===== src/rtl/cpc_romsel.sv =====
// cpc_romsel: upper/lower ROM paging for NUM_DEVICES 32 KB EEPROMs,
// DIP-selected base, lower-ROM replacement, unlock-protected writes.
module cpc_romsel #(
    parameter int         NUM_DEVICES = 3,
    parameter logic [7:0] CTRL_PORT   = 8'hDE,
    parameter int         TIMEOUT_W   = 24
) (
    input  logic                   CLK,
    input  logic                   RESET_B,
    input  logic [15:0]            A,
    input  logic [7:0]             D,
    input  logic                   MREQ_B,
    input  logic                   IOREQ_B,
    input  logic                   RD_B,
    input  logic                   WR_B,
    input  logic                   ROMEN_B,
    input  logic [7:0]             dip,
    output logic [NUM_DEVICES-1:0] rom_cs_b,
    output logic [NUM_DEVICES-1:0] rom_we_b,
    output logic                   rom_oe_b,
    output logic                   rom_a14,
    output logic                   romdis,
    output logic                   wr_unlocked
);

    typedef enum logic [1:0] {
        LOCKED,
        KEY1,
        KEY2,
        UNLOCKED
    } state_t;

    state_t               state, state_n;
    logic                 iowr, iowr_s, iowr_p, iowr_edge;
    logic                 ctrl_edge;
    logic [7:0]           cap_a, cap_d, romnum;
    logic [TIMEOUT_W-1:0] timer;
    logic [8:0]           base, off, dev;
    logic                 in_range, hit, unlocked, mem_wr;
    logic                 up_rd, lo_rd, up_wr, lo_wr;
    logic                 we_any, cs_any;
    logic                 unused_addr;

    assign iowr = ~IOREQ_B & ~WR_B;
    assign unused_addr = ^A[7:0];

    // Sample the IO write strobe; latch port and data on its first active sample
    always_ff @(posedge CLK or negedge RESET_B) begin
        if (!RESET_B) begin
            iowr_s <= 1'b0;
            iowr_p <= 1'b0;
            cap_a  <= '0;
            cap_d  <= '0;
        end else begin
            iowr_s <= iowr;
            iowr_p <= iowr_s;
            if (iowr && !iowr_s) begin
                cap_a <= A[15:8];
                cap_d <= D;
            end
        end
    end

    assign iowr_edge = iowr_s & ~iowr_p;
    assign ctrl_edge = iowr_edge && (cap_a == CTRL_PORT);

    // ROM select register follows the CPC partial decode (A13 low)
    always_ff @(posedge CLK or negedge RESET_B) begin
        if (!RESET_B) begin
            romnum <= '0;
        end else if (iowr_edge && !cap_a[5]) begin
            romnum <= cap_d;
        end
    end

    // ROM numbers past 255 do not exist, so 9-bit math avoids wrap
    assign base     = {1'b0, dip[6:0], 1'b0};
    assign off      = {1'b0, romnum} - base;
    assign dev      = off >> 1;
    assign in_range = ({1'b0, romnum} >= base)
                   && (off < 9'(2 * NUM_DEVICES));
    assign hit      = in_range && !(dip[7] && off == 9'd0);

    assign unlocked = (state == UNLOCKED);
    assign mem_wr   = unlocked & ~MREQ_B & ~WR_B;
    assign up_rd    = ~ROMEN_B & A[15] & A[14] & hit;
    assign lo_rd    = dip[7] & ~ROMEN_B & ~A[15] & ~A[14];
    assign up_wr    = mem_wr & A[15] & A[14] & hit;
    assign lo_wr    = mem_wr & dip[7] & ~A[15] & ~A[14];
    assign we_any   = up_wr | lo_wr;
    assign cs_any   = up_rd | lo_rd | we_any;

    // Unlock state register
    always_ff @(posedge CLK or negedge RESET_B) begin
        if (!RESET_B) begin
            state <= LOCKED;
        end else begin
            state <= state_n;
        end
    end

    // Key sequence and inactivity relock
    always_comb begin
        state_n = state;
        if (ctrl_edge) begin
            unique case (state)
                LOCKED:   if (cap_d == 8'h55) state_n = KEY1;
                KEY1:     state_n = (cap_d == 8'hAA) ? KEY2 : LOCKED;
                KEY2:     state_n = (cap_d == 8'hC3) ? UNLOCKED : LOCKED;
                UNLOCKED: if (cap_d == 8'h00) state_n = LOCKED;
                default:  state_n = LOCKED;
            endcase
        end
        if (unlocked && !we_any && (&timer)) begin
            state_n = LOCKED;
        end
    end

    // Inactivity timer; held at zero outside write mode, ROM writes restart it
    always_ff @(posedge CLK or negedge RESET_B) begin
        if (!RESET_B) begin
            timer <= '0;
        end else if (!unlocked || we_any) begin
            timer <= '0;
        end else begin
            timer <= timer + TIMEOUT_W'(1);
        end
    end

    // EEPROM strobes, all forced inactive while reset is held
    always_comb begin
        rom_cs_b    = '1;
        rom_we_b    = '1;
        rom_oe_b    = 1'b1;
        rom_a14     = 1'b0;
        romdis      = 1'b0;
        wr_unlocked = 1'b0;
        if (RESET_B) begin
            for (int i = 0; i < NUM_DEVICES; i++) begin
                if ((up_rd || up_wr) && dev == 9'(i)) rom_cs_b[i] = 1'b0;
                if (up_wr && dev == 9'(i)) rom_we_b[i] = 1'b0;
            end
            if (lo_rd || lo_wr) rom_cs_b[0] = 1'b0;
            if (lo_wr) rom_we_b[0] = 1'b0;
            rom_a14     = (up_rd | up_wr) & off[0];
            romdis      = up_rd | lo_rd;
            rom_oe_b    = we_any ? 1'b1 : (cs_any ? RD_B : 1'b1);
            wr_unlocked = unlocked;
        end
    end

endmodule


===== config.mk =====
export PLATFORM = sky130hd
export DESIGN_NAME = cpc_romsel
export DESIGN_NICKNAME = d
export VERILOG_FILES = /design/src/rtl/cpc_romsel.sv
export SDC_FILE = /design/constraint.sdc
export NUM_CORES = 1
export LEC_CHECK = 0
export CORE_ASPECT_RATIO = 1.25
export CORE_UTILIZATION = 25
export DETAILED_ROUTE_END_ITERATION = 7
export GPL_ROUTABILITY_DRIVEN = 0
export PLACE_DENSITY = 0.47
export SYNTH_ARGS = -nofsm -noshare
export SYNTH_HDL_FRONTEND = slang
export SYNTH_SLANG_ARGS = --single-unit

===== constraint.sdc =====
create_clock -name CLK -period 3.3 [get_ports CLK]
set_input_delay 0.33 -clock CLK [delete_from_list [all_inputs] [get_ports CLK]]
set_output_delay 0.33 -clock CLK [all_outputs]
set_load 0.005 [all_outputs]

Figure 1. Placement by cell class (run 1).
Drawn at 4 px/µm.
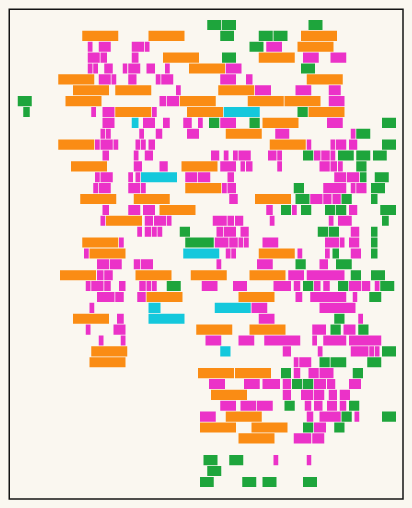
[sequential cells] orange | cells: 52
[remaining buffers and delay cells] green | cells: 76
[clock drivers and dummy loads] cyan | cells: 8
[combinational and other logic] magenta | cells: 230

Figure 2. Zoomed window (run 1).
Region (48, 67) to (98, 117) µm. Cells in gray, sequential cells in the stronger gray; small squares are vias.
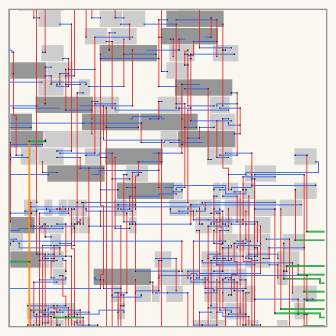
[metal 4] orange
[metal 1] blue
[metal 2] red
[metal 3] green
cells with their middle in the window: 102
netlist names of flops here include: cap_a (8), cap_d (2)
sequential cells in the window: 15
most frequent: dfrtp_1 (15), clkdlybuf4s50_1 (13), buf_4 (11)

==> flow_summary.yaml, run 1 <==
# synthesis and place-and-route metrics
yosys:
  enable_flop_cells: 0
  netlist_logic_family_top: "simple AND/OR/NAND/NOR gates"
  floorplan.nets: 338
  synthMostInstantiatedCell: "dfrtp_1"
  dominantRegCellSynth: "dfrtp_1"
  async_reset_ff_frac: 1.00
  synth_stat.cells: 290
layout:
  layoutNonFillerInstCount: 501
  area_growth_pct: 35.5
detailed_routing:
  post-route-drc-count: 4
  drtIter0Drc: 72
  detail-route-antenna-nets: 0
run_status:
  run_status: "complete, but fails checks"
  violations: "DRC, setup timing"
final_timing:
  finalSetupViolCount: 3
  layout_setup_ws_ns: -0.0366
  finalHoldViolCount: 0
global_routing:
  number_of_global_route_vias_before_repair: 2431
clock_tree:
  worstSkewPairLatency_ns: 0.29
  clock_sink_count: 52
worst_setup_path:
  crit_path_start_kind: "flop"
Figure 3. Clock routing (run 1).
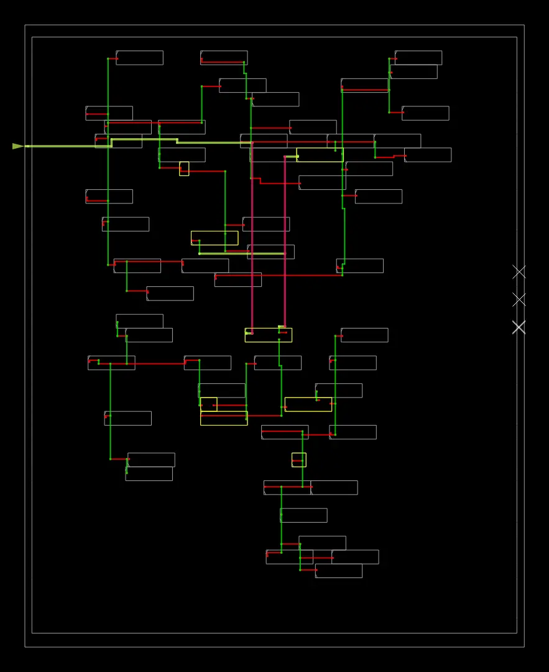
FFs & Latches: 52
worst clock skew on the final layout: 0.0126 ns

Figure 4. Metal 3 (run 1).
Drawn at 4 px/µm. Cells faint in the background.
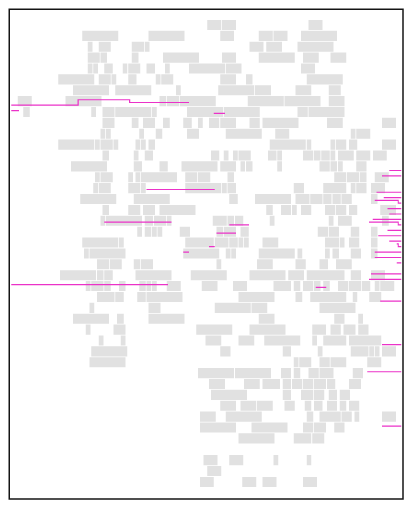
share of all routed wire: 3.5%
main direction: horizontal

run 1: layer usage:
layer	up-vias	wire, µm	GRT usage
li1	1174	-	-
met5	-	0	0
met3	5	244	0.0235
met2	37	3770	0.235
met1	1165	2840	0.139
met4	0	70	0.0388
run 1: worst max-delay path, cell delays in order, from the launching register on:
cell and delay [ns]:
dfrtp_1 0.38, inv_2 0.08, ha_4 0.14, inv_2 0.04
fa_2 0.37, buf_6 0.14, nand3_2 0.06, a21oi_2 0.07
or3_4 0.34, a221oi_4 0.33, buf_4 0.17, nand3_2 0.08
or4_1 0.39, buf_2 0.14
run 1: path summary, 6_finish.rpt:
kind	end	slack, ns	cells after the start	start
setup / recovery	rom_cs_b[1]	-0.04	13	romnum[1]
hold / removal	iowr_p	0.44	0	iowr_s
setup reg to reg	state[0]	0.32	13	romnum[1]
hold reg to reg	iowr_p	0.44	0	iowr_s
max in group asynchronous	cap_d[1]	2.05	3	RESET_B
min in group asynchronous	timer[20]	0.47	2	RESET_B
run 1: cell type report:
class                   count  area (µm²)
well taps                 135         169
clock inverters             3        21.3
flip-flops and latches     52        1300
repair buffers             76         657
inverters                  15        56.3
multi-input cells         215        1580
fillers                  1151        7230
clock buffers               5         125
run 1: sequential cells by signal (all words and copies together), names as in the netlist:
register / flops
cap_a: 8
timer: 24
iowr_p: 1
state: 2
iowr_s: 1
cap_d: 8
romnum: 8
run 1: cells in the final DEF, fill, tap and decap left out, types with 4 or more instances in the layout:
master	instances
mux2_2	23
and3_1	4
buf_2	6
or3_1	4
nor3_1	4
nor2_1	42
a21oi_1	5
xnor2_1	11
and2_1	4
ha_1	5
nand4_1	10
xor2_1	11
buf_4	31
a21o_1	4
clkdlybuf4s50_1	29
nand2_1	16
or2_1	4
o21ai_0	5
clkbuf_16	5
inv_1	13
nand3_1	16
dfrtp_1	52
## Run 2: what changed since run 1
Settings changed: CTS_BUF_LIST set to sky130_fd_sc_hd__clkbuf_16.
Figure 5. Metal 3 (run 2).
Drawn at 4 px/µm. Cells faint in the background.
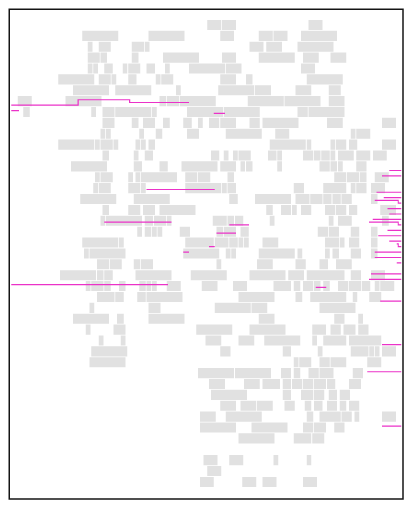
longest straight run: 38.9 µm
share of all routed wire: 3.5%
nets with wire on the layer: 30

==> run 2 against run 1 <==
Effect of this change: the run still ends with DRC, setup timing left; register-to-register slack is essentially flat; hold slack is the same; die area is the same; global-route usage is the same; clock skew is the same; first-iteration DRC count is the same; fmax is the same.
==> flow_summary.yaml, run 2 <==
# synthesis and place-and-route metrics
final_timing:
  finalSetupViolCount: 3
  final.setup_skew_ns: 0.0126
  layout_setup_ws_ns: -0.0366
  finalHoldViolCount: 0
  unrepaired_setup_endpoints_after_global_routing: "yes"
layout:
  largest_register: "timer"
  clock_area_frac: 0.0375
  largest_cell_class: "combinational gates"
  lay_top_cells: "52 x dfrtp_1, 42 x nor2_1, 31 x buf_4"
  register_area_um2: 1300
  layout.filler_cells: 1151
  clockBufferCount: 5
  layoutNonFillerInstCount: 501
  sequential_share_of_cell_area: 0.333
  largest_register_ff_count: 24
  logic_area_um2: 1580
  mostFrequentLayoutCell: "dfrtp_1"
  layout_inverter_count_without_the_clock_tree: 15
  number_of_non_clock_buffers: 76
  design.seq.count: 52
  area_growth_pct: 35.5
  area.share.combinational: 0.404
detailed_routing:
  detail-route-antenna-nets: 0
  post-route-drc-count: 4
run_status:
  violations: "DRC, setup timing"
  run_status: "complete, but fails checks"
die:
  number_of_well_taps: 135
pwr:
  design_power_total_mw: 2.03
yosys:
  floorplan.nets: 338
  synth_stat.cells: 290
  synthMostInstantiatedCell: "dfrtp_1"
worst_setup_path:
  crit_path_start_kind: "flop"
  timing.critical_path.slowest_stage_cell: "or4_1"
  critical_path.max_stage_delay_ns: 0.39
clock_tree:
  worstSkewPairLatency_ns: 0.29
  clock_sink_count: 52
global_routing:
  number_of_global_route_vias_before_repair: 2431
place:
  detailed_placement_hpwl_um: 5310
Figure 6. I/O pins on the die edge (run 2).
Drawn at 3 px/µm. Pins as bars across the die edge, other pins in gray.
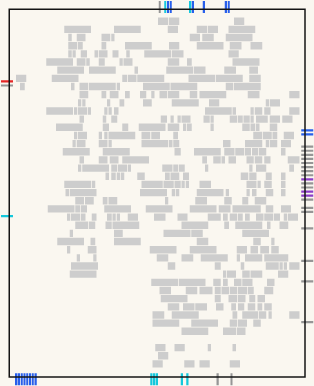
[D] cyan | pins: 8 | direction: input | edge: 5 south, 2 north, 1 west
[A] blue | pins: 16 | direction: input | edge: 8 south, 6 north, 2 east
[CLK] red | pins: 1 | direction: input | edge: west
[rom_cs_b] purple | pins: 3 | direction: output | edge: east

## run 2: cell counts after synthesis
No cell type changed its count.
## run 2: report_power, final
| group | switching, mW | total [mW] | internal (mW) |
|---|---|---|---|
| Combinational | 0.328 | 0.740 | 0.412 |
| Sequential | 0.0629 | 0.775 | 0.712 |
| Clock | 0.236 | 0.519 | 0.283 |
## run 2: cell families (layout without fill, tap and decap cells)
| family | count (synthesis) | count (layout) | synth area share |
|---|---|---|---|
| fa+ha+maj | 9 | 9 | 0.0417 |
| xor+xnor | 23 | 23 | 0.0699 |
| buf+inv | 23 | 99 | 0.0330 |
| compound gates | 36 | 36 | 0.0951 |
| flops | 52 | 52 | 0.451 |
| mux | 23 | 23 | 0.0898 |
| simple gates | 124 | 124 | 0.219 |
## run 2: path summary, 6_finish.rpt
path                       slack (ns)          end  cells past startpoint  startpoint
min in group asynchronous        0.47    timer[20]                      2     RESET_B
hold / removal                   0.44       iowr_p                      0      iowr_s
hold reg to reg                  0.44       iowr_p                      0      iowr_s
setup / recovery                -0.04  rom_cs_b[1]                     13   romnum[1]
max in group asynchronous        2.05     cap_d[1]                      3     RESET_B
setup reg to reg                 0.32     state[0]                     13   romnum[1]
## run 2: per-layer routing
| metal | GRT usage | share of wire | vias up |
|---|---|---|---|
| li1 | - | - | 1174 |
| met1 | 0.139 | 0.41 | 1165 |
| met2 | 0.235 | 0.54 | 37 |
| met3 | 0.0235 | 0.035 | 5 |
| met4 | 0.0388 | 0.010 | 0 |
| met5 | 0 | 0 | - |
## run 2: critical path: cells and delay by family (launching register included)
family          cells  cell delay (ns)
flops               1             0.38
compound gates      2             0.40
simple gates        4             0.87
fa+ha+maj           2             0.51
buf+inv             5             0.57
Figure 7. Zoomed window (run 2).
Region (48, 67) to (98, 117) µm. Cells in gray, sequential cells in the stronger gray; small squares are vias.
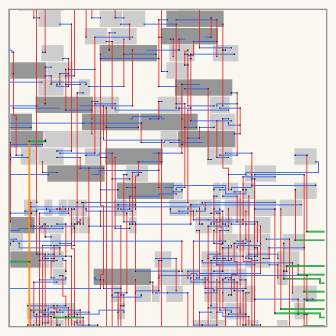

## Run 3: what changed since run 2
Settings changed: GPL_TIMING_DRIVEN set to 0, SKIP_LAST_GASP set to 1.
Figure 8. Zoomed window (run 3).
Region (48, 67) to (98, 117) µm. Cells in gray, sequential cells in the stronger gray; small squares are vias.
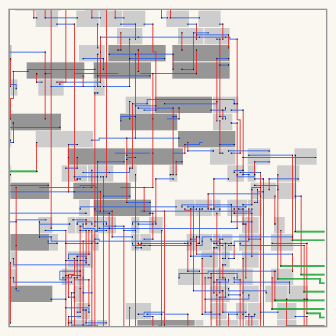
[metal 1] blue
[metal 3] green
[metal 2] red
most frequent: dfrtp_1 (16), clkdlybuf4s50_1 (13), mux2_2 (11)
netlist names of flops here include: cap_a (8), cap_d (2), state (2)
sequential cells in the window: 16
cells with their middle in the window: 92

Figure 9. I/O pins on the die edge (run 3).
Drawn at 3 px/µm. Pins as bars across the die edge, other pins in gray.
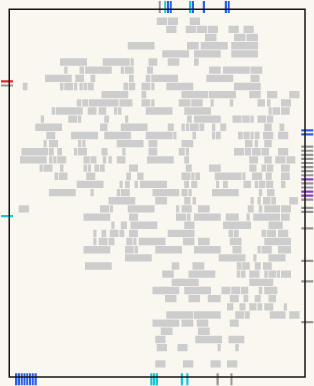
[CLK] red | pins: 1 | direction: input | edge: west
[D] cyan | pins: 8 | direction: input | edge: 5 south, 2 north, 1 west
[A] blue | pins: 16 | direction: input | edge: 8 south, 6 north, 2 east
[rom_cs_b] purple | pins: 3 | direction: output | edge: east

==> run 3 against run 2 <==
Effect of this change: the run ends with DRC left; fmax grew 3.1%; combinational power down 15%; first-iteration DRC count fell by 31%; clock-buffer cell count unchanged; synthesized area did not move; via count is 4.7% lower.
==> flow_summary.yaml, run 3 <==
# synthesis and place-and-route metrics
clock_tree:
  clock_sink_count: 52
yosys:
  synth-simple-area-share: 0.219
  netlist_logic_family_top: "simple AND/OR/NAND/NOR gates"
  synthMostInstantiatedCell: "dfrtp_1"
run_status:
  violations: "DRC"
  run_status: "complete, but fails checks"
layout:
  lay_top_cells: "52 x dfrtp_1, 42 x nor2_1, 28 x clkdlybuf4s50_1"
  register_area_um2: 1300
  mostFrequentLayoutCell: "dfrtp_1"
  largest_register: "timer"
  area_growth_pct: 30.2
  largest_register_ff_count: 24
  layout.filler_cells: 1146
place:
  detailed_placement_hpwl_um: 4890
worst_setup_path:
  cp_top_family: "simple AND/OR/NAND/NOR gates"
  critical_path.max_stage_delay_ns: 0.45
  critical_path_buf_inv_count: 4
detailed_routing:
  detail-route-antenna-nets: 0
  post-route-drc-count: 3
final_timing:
  finalSetupViolCount: 0
  finalHoldViolCount: 0
run 3: cell type report:
class	count	area share
clock inverters	3	0.00567
inverters	15	0.0150
clock buffers	5	0.0333
multi-input cells	215	0.421
plain buffers	5	0.00734
repair buffers	50	0.125
flip-flops and latches	52	0.347
well taps	135	0.0450
run 3: metal layers:
| metal | vias to the layer above | global-route usage | share of wire |
|---|---|---|---|
| li1 | 1137 | - | - |
| met1 | 1077 | 0.129 | 0.42 |
| met2 | 43 | 0.214 | 0.52 |
| met3 | 11 | 0.0212 | 0.033 |
| met4 | 0 | 0.0568 | 0.022 |
| met5 | - | 0 | 0 |
run 3: cell families (layout without fill, tap and decap cells):
group / Yosys count / count (layout)
and+or+nand+nor: 124 / 124
buffers and inverters: 23 / 78
xor gates and xnor gates: 23 / 23
AOI/OAI and AO/OA: 36 / 36
DFF: 52 / 52
muxes: 23 / 23
adders and majority gates: 9 / 9
run 3: repair_timing:
action                     in CTS  in global routing
setup buffers                   8                  1
setup endpoints to repair       9                  8
pin swaps                      11                 10
gates resized                  36                  9
run 3: path summary, 6_finish.rpt:
check | startpoint | endpoint | slack [ns] | depth (start not counted)
setup reg to reg | romnum[1] | state[0] | 0.39 | 13
hold / removal | RESET_B | timer[8] | 0.13 | 1
hold reg to reg | iowr_s | iowr_p | 0.43 | 0
min in group CLK | iowr_s | iowr_p | 0.43 | 0
setup / recovery | dip[4] | rom_oe_b | 0.06 | 11
max in group asynchronous | RESET_B | cap_d[0] | 2.56 | 2
run 3: power breakdown:
| group | total [mW] | internal, mW | leakage [nW] | switching (mW) |
|---|---|---|---|---|
| Clock | 0.520 | 0.283 | 0.0702 | 0.237 |
| Combinational | 0.627 | 0.335 | 0.748 | 0.292 |
| Sequential | 0.774 | 0.712 | 0.674 | 0.0612 |
Power figures rest on the tool's default switching activity, not on a simulated workload.
